--- src/rtl/div_pkg.sv ---
// Shared definitions for the iterative restoring divider:
// FSM state encoding, default operand width, divide-by-zero quotient.
package div_pkg;

    localparam int DIV_WIDTH = 32;

    typedef enum logic [1:0] {
        IDLE = 2'd0,
        BUSY = 2'd1,
        FIX  = 2'd2
    } div_state_t;

    localparam logic [DIV_WIDTH-1:0] DIV_ZERO_QUO = '1;

endpackage

--- src/rtl/div_step.sv ---
// One radix-2 restoring iteration: shift {rem, quo} left, trial-subtract the
// divisor, keep the difference and set the quotient bit when it is non-negative.
module div_step
    import div_pkg::*;
#(
    parameter int WIDTH = DIV_WIDTH
) (
    input  logic [WIDTH-1:0] rem,
    input  logic [WIDTH-1:0] quo,
    input  logic [WIDTH-1:0] divisor,
    output logic [WIDTH-1:0] rem_next,
    output logic [WIDTH-1:0] quo_next
);

    logic [WIDTH:0] shifted;
    logic [WIDTH:0] diff;

    // rem stays below the divisor, so WIDTH+1 bits hold the shifted value and the sign of the difference
    assign shifted = {rem, quo[WIDTH-1]};
    assign diff    = shifted - {1'b0, divisor};

    always_comb begin
        quo_next = {quo[WIDTH-2:0], ~diff[WIDTH]};
        rem_next = diff[WIDTH] ? shifted[WIDTH-1:0] : diff[WIDTH-1:0];
    end

endmodule

--- src/rtl/div.sv ---
// Iterative 32-cycle restoring divider for MIPS DIV/DIVU with a sel/ready
// handshake; div_result = {remainder, quotient}.
module div
    import div_pkg::*;
#(
    parameter int WIDTH = DIV_WIDTH
) (
    input  logic               clk,
    input  logic               rst,
    input  logic [WIDTH-1:0]   div_A,
    input  logic [WIDTH-1:0]   div_B,
    input  logic               div_signed,
    input  logic               div_sel,
    input  logic               div_cancel,
    output logic [2*WIDTH-1:0] div_result,
    output logic               div_ready
);

    localparam int CW = $clog2(WIDTH) + 1;
    localparam logic [CW-1:0] LAST_STEP = CW'(WIDTH - 1);

    div_state_t state, state_next;
    logic start, step, finish;

    logic             a_neg, b_neg;
    logic [WIDTH-1:0] a_mag, b_mag;
    logic [WIDTH-1:0] rem_q, quo_q, b_q;
    logic [WIDTH-1:0] rem_step, quo_step;
    logic [WIDTH-1:0] rem_fix, quo_fix;
    logic             sign_q, sign_r, zero_div;
    logic [CW-1:0]    count;

    assign a_neg = div_signed & div_A[WIDTH-1];
    assign b_neg = div_signed & div_B[WIDTH-1];
    assign a_mag = a_neg ? -div_A : div_A;
    assign b_mag = b_neg ? -div_B : div_B;

    div_step #(.WIDTH(WIDTH)) u_step (
        .rem      (rem_q),
        .quo      (quo_q),
        .divisor  (b_q),
        .rem_next (rem_step),
        .quo_next (quo_step)
    );

    always_ff @(posedge clk or negedge rst) begin
        if (!rst) state <= IDLE;
        else      state <= state_next;
    end

    // Cancel, or EX dropping its request, wins over both start and completion
    always_comb begin
        state_next = state;
        start      = 1'b0;
        step       = 1'b0;
        finish     = 1'b0;
        case (state)
            IDLE: begin
                if (div_sel && !div_cancel) begin
                    start      = 1'b1;
                    state_next = BUSY;
                end
            end
            BUSY: begin
                if (div_cancel || !div_sel) begin
                    state_next = IDLE;
                end else begin
                    step = 1'b1;
                    if (count == LAST_STEP) state_next = FIX;
                end
            end
            FIX: begin
                state_next = IDLE;
                if (!div_cancel && div_sel) finish = 1'b1;
            end
            default: state_next = IDLE;
        endcase
    end

    always_ff @(posedge clk or negedge rst) begin
        if (!rst) begin
            rem_q    <= '0;
            quo_q    <= '0;
            b_q      <= '0;
            sign_q   <= 1'b0;
            sign_r   <= 1'b0;
            zero_div <= 1'b0;
            count    <= '0;
        end else if (start) begin
            rem_q    <= '0;
            quo_q    <= a_mag;
            b_q      <= b_mag;
            sign_q   <= a_neg ^ b_neg;
            sign_r   <= a_neg;
            zero_div <= (div_B == '0);
            count    <= '0;
        end else if (step) begin
            rem_q <= rem_step;
            quo_q <= quo_step;
            count <= count + 1'b1;
        end
    end

    // With a zero divisor rem ends as |A|, so the remainder negation restores the raw dividend
    assign quo_fix = zero_div ? {WIDTH{DIV_ZERO_QUO[0]}} : (sign_q ? -quo_q : quo_q);
    assign rem_fix = sign_r ? -rem_q : rem_q;

    always_ff @(posedge clk or negedge rst) begin
        if (!rst) begin
            div_ready  <= 1'b0;
            div_result <= '0;
        end else begin
            div_ready <= finish;
            if (finish) div_result <= {rem_fix, quo_fix};
        end
    end

endmodule

--- config.mk ---
export PLATFORM = sky130hd
export DESIGN_NAME = div
export DESIGN_NICKNAME = d
export VERILOG_FILES = /design/src/rtl/div_pkg.sv /design/src/rtl/div_step.sv /design/src/rtl/div.sv
export SDC_FILE = /design/constraint.sdc
export NUM_CORES = 1
export LEC_CHECK = 0
export ABC_AREA = 1
export CAP_MARGIN = 15
export CORE_UTILIZATION = 40
export DETAILED_ROUTE_END_ITERATION = 8
export RECOVER_POWER = 25
export SYNTH_ARGS = -nofsm -noshare
export SYNTH_HDL_FRONTEND = slang
export SYNTH_SLANG_ARGS = --single-unit
--- constraint.sdc ---
create_clock -name clk -period 2.5 [get_ports clk]
set_input_delay 0.25 -clock clk [delete_from_list [all_inputs] [get_ports clk]]
set_output_delay 0.25 -clock clk [all_outputs]
set_load 0.005 [all_outputs]
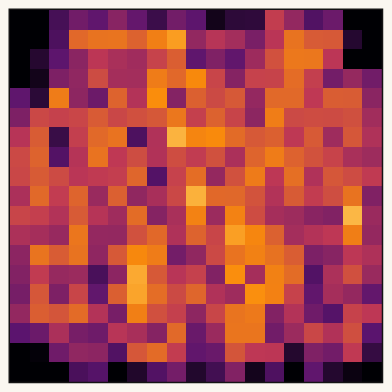
(local utilization)
Scale: 2 px per um. The die is cut into 19 by 19 equal tiles; black is low, pale yellow is high, 0 to 100% covered.
densest ninth of the die: centre
fullest tile: 84%
nearly empty tiles: 5.3%
tiles over 75% full: 2.8%
mean over tiles: 46%
Core Box Area: 32,900 um^2
utilization after layout: 49.8%
Initial Util: 41.1%

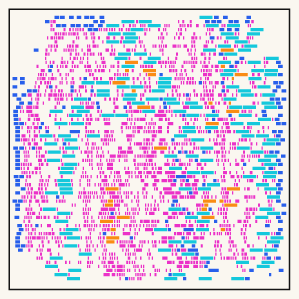
(cells coloured by class)
Scale: 1.5 px per um.
legend:
  cyan:
    class: flip-flops
    cells: 172
    share_of_their_area: 27%
  magenta:
    class: all other logic
    cells: 1,842
    share_of_their_area: 57%
  blue:
    class: other buffers and delay cells
    cells: 205
    share_of_their_area: 12%
  orange:
    class: clock drivers and dummy loads
    cells: 32
    share_of_their_area: 3.7%

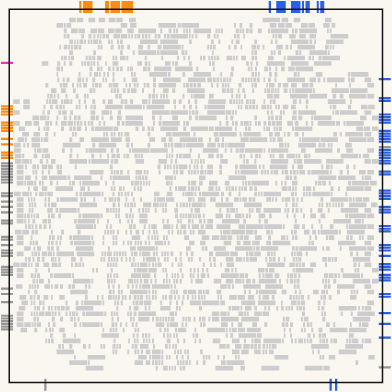
(pin map)
Scale: 2 px per um. Pins as bars across the die edge, other pins in grey.
legend:
  blue:
    port: `div_result`
    pins: 64
    direction: output
    edge: 45 east, 17 north, 2 south
  magenta:
    port: `div_signed`
    pins: 1
    direction: input
    edge: west
  orange:
    port: `div_A`
    pins: 32
    direction: input
    edge: 19 north, 13 west
I/O Buffers: 133
Die X-Extent: 186 um
die height: 186 um

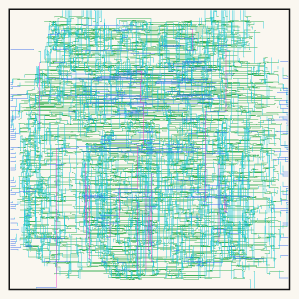
(signal wires by layer)
Scale: 1.5 px per um.
legend:
  cyan:
    layer: met2
    wire_length: 16,700 um
  green:
    layer: met1
    wire_length: 22.9 mm
  magenta:
    layer: met4
    wire_length: 761 um
  blue:
    layer: met3
    wire_length: 2,720 um
routed wire length: 43,100 um
wire length per cell: 16.0 um
all-layer global routing usage: 25.8%
DR vias: 13,600

==> run notes <==
fresh numbers from the pnr run: Seq power 3.21 mW, Hold Path Sink div_result[50]$_DFFE_PN0P_, H-tree depth 4, ratio of cells with drive above 1 in the final layout 9.15%, clock power share 32.4%, synth-to-layout area growth 20.9%, Site Rows 66, vias in the first global route 12,400, Int Power 5.18 mW, Pre-antenna DRT Iters 7, Tightest Pin Transition 1110 ps, Pwr top registers, met2 Usage GRT 34.4%, comb pwr 2.32 mW, Clock group 2.65 mW, Top cell area share 31.8%, buffers plus inverters on the worst setup path 3, combinational fraction of design power 28.3%, CP top delay family simple AND/OR/NAND/NOR gates, Skew-Pair Late Insertion Delay 450 ps, Filler cells 3,452, Storage cell area 4300 um^2, worst r2r dst rem_q[9]$_DFFE_PN0P_, met2 WL 16,700 um, minimum clock period 2380 ps, CTS buffer count 17, CP startpoint kind flop, synthesized net count 2,183, final hold violations 0, top cells by count 610 x nand2_1, 312 x inv_1, 185 x nor2_1, r2r setup slk 120 ps, peak supply drop 0.000501 V, XOR Share, Synth 4.34%, Clock Sinks 172, mux share 0%, R2R depth 18, Hold Path Class reg -> reg, Synth flops 172, DP Worst Slack 50.1 ps, Main logic family simple AND/OR/NAND/NOR gates, Reg clk slew, reported paths 70 ps, met3 WL 2720 um, distinct cell type count after synthesis 47, CTS root buf clkbuf_16, hold_sp div_result[50]$_DFFE_PN0P_, max incr delay on CP 360 ps, clk_skew 12.7 ps, worst-path maximum fanout 8, Net Sw Frac 36.7%, clk cell area share 3.53%, grt peak-use layer met1, RSZ-0062 raised after global routing yes, Final #Nets 2,345, yosys stat area 13,500 um^2, dominant register cell dfrtp_1, CP Class reg -> reg, clk buf depth 2, grt total ovfl 0, Boundary Pins 134, Critical Path RT 2840 ps, cell group occupying the most layout area combinational gates, met1 usage in global routing 42.0%, most instantiated logic cells after routing 609 x nand2_1, 311 x inv_1, 184 x nor2_1, initial antenna violation count 0, worst path arrival time 2720 ps, chip footprint 34,500 um^2, CP endpoint kind flop, Top cells by area dfrtp_1 32%, nand2_1 17%, inv_1 8.7%, nand3_1 6.8%, nor2_1 5.1%, cell with the largest stage delay on the worst path fa_2, status finished, final reports clean, inverters 326, dpl hpwl 34,800 um, # Cells Yosys 2,076, Slew headroom 25.7%, most numerous cell in the Yosys netlist nand2_1, number of warnings in the stage logs 27, max_cap viols 0, Levels on crit path 18, hold path cells 2, leakage power 8.63 nW, Post-Synth Adder-Cell Area 3.57%, cells along the critical path inv_1 -> ha_1 -> fa_2 -> inv_1 -> nand2_1 -> nand2_1 -> nand3_2 -> nand2_4 -> nand2_4 -> nand2_4 -> nand2_4 -> nand2_4 -> nand2_8 -> nand2_8 -> buf_4 -> nand2_1 -> nand3_1 -> nand2_1, Syn. warnings 0, flop count 172, number of non-clock buffers 205, ANT nets after route 0, final instance area 16,400 um^2, Mapped Avg Cell Area 6.51 um^2, top routing layer used met4, RePlAce Congestion 0.932, Diodes inserted 0, Tot Pwr 8.18 mW, Seq/total area 26.3%, crit path launch quo_q[31]$_DFFE_PN0P_, global-route wire length before repair 68,400 um, Synth area leader dfrtp_1, ao+oa area frac 11.4%
[per-stage QoR]
step	TNS [ps]	hold slack (ps)	std cells
2_1_floorplan	0	-45.6	2076
3_3_place_gp	0	188	2653
3_5_place_dp	0	189	2653
4_1_cts	0	287	2686
5_1_grt	-26.3	503	2693
6_report	0	478	2693
[flip-flops by register name, indices dropped and copies added, names as in the netlist]
register	cells
count	6
state	2
div_result	64
quo_q	32
sign_r	1
zero_div	1
sign_q	1
b_q	32
div_ready	1
rem_q	32
[timing repair]
item | in CTS | in global routing
setup buffers | 0 | 5
hold buffers | 1 | 0
hold endpoints to repair | 39 | 0
setup endpoints to repair | 0 | 32
resized | 0 | 9
Power and IR drop assume default switching activity.
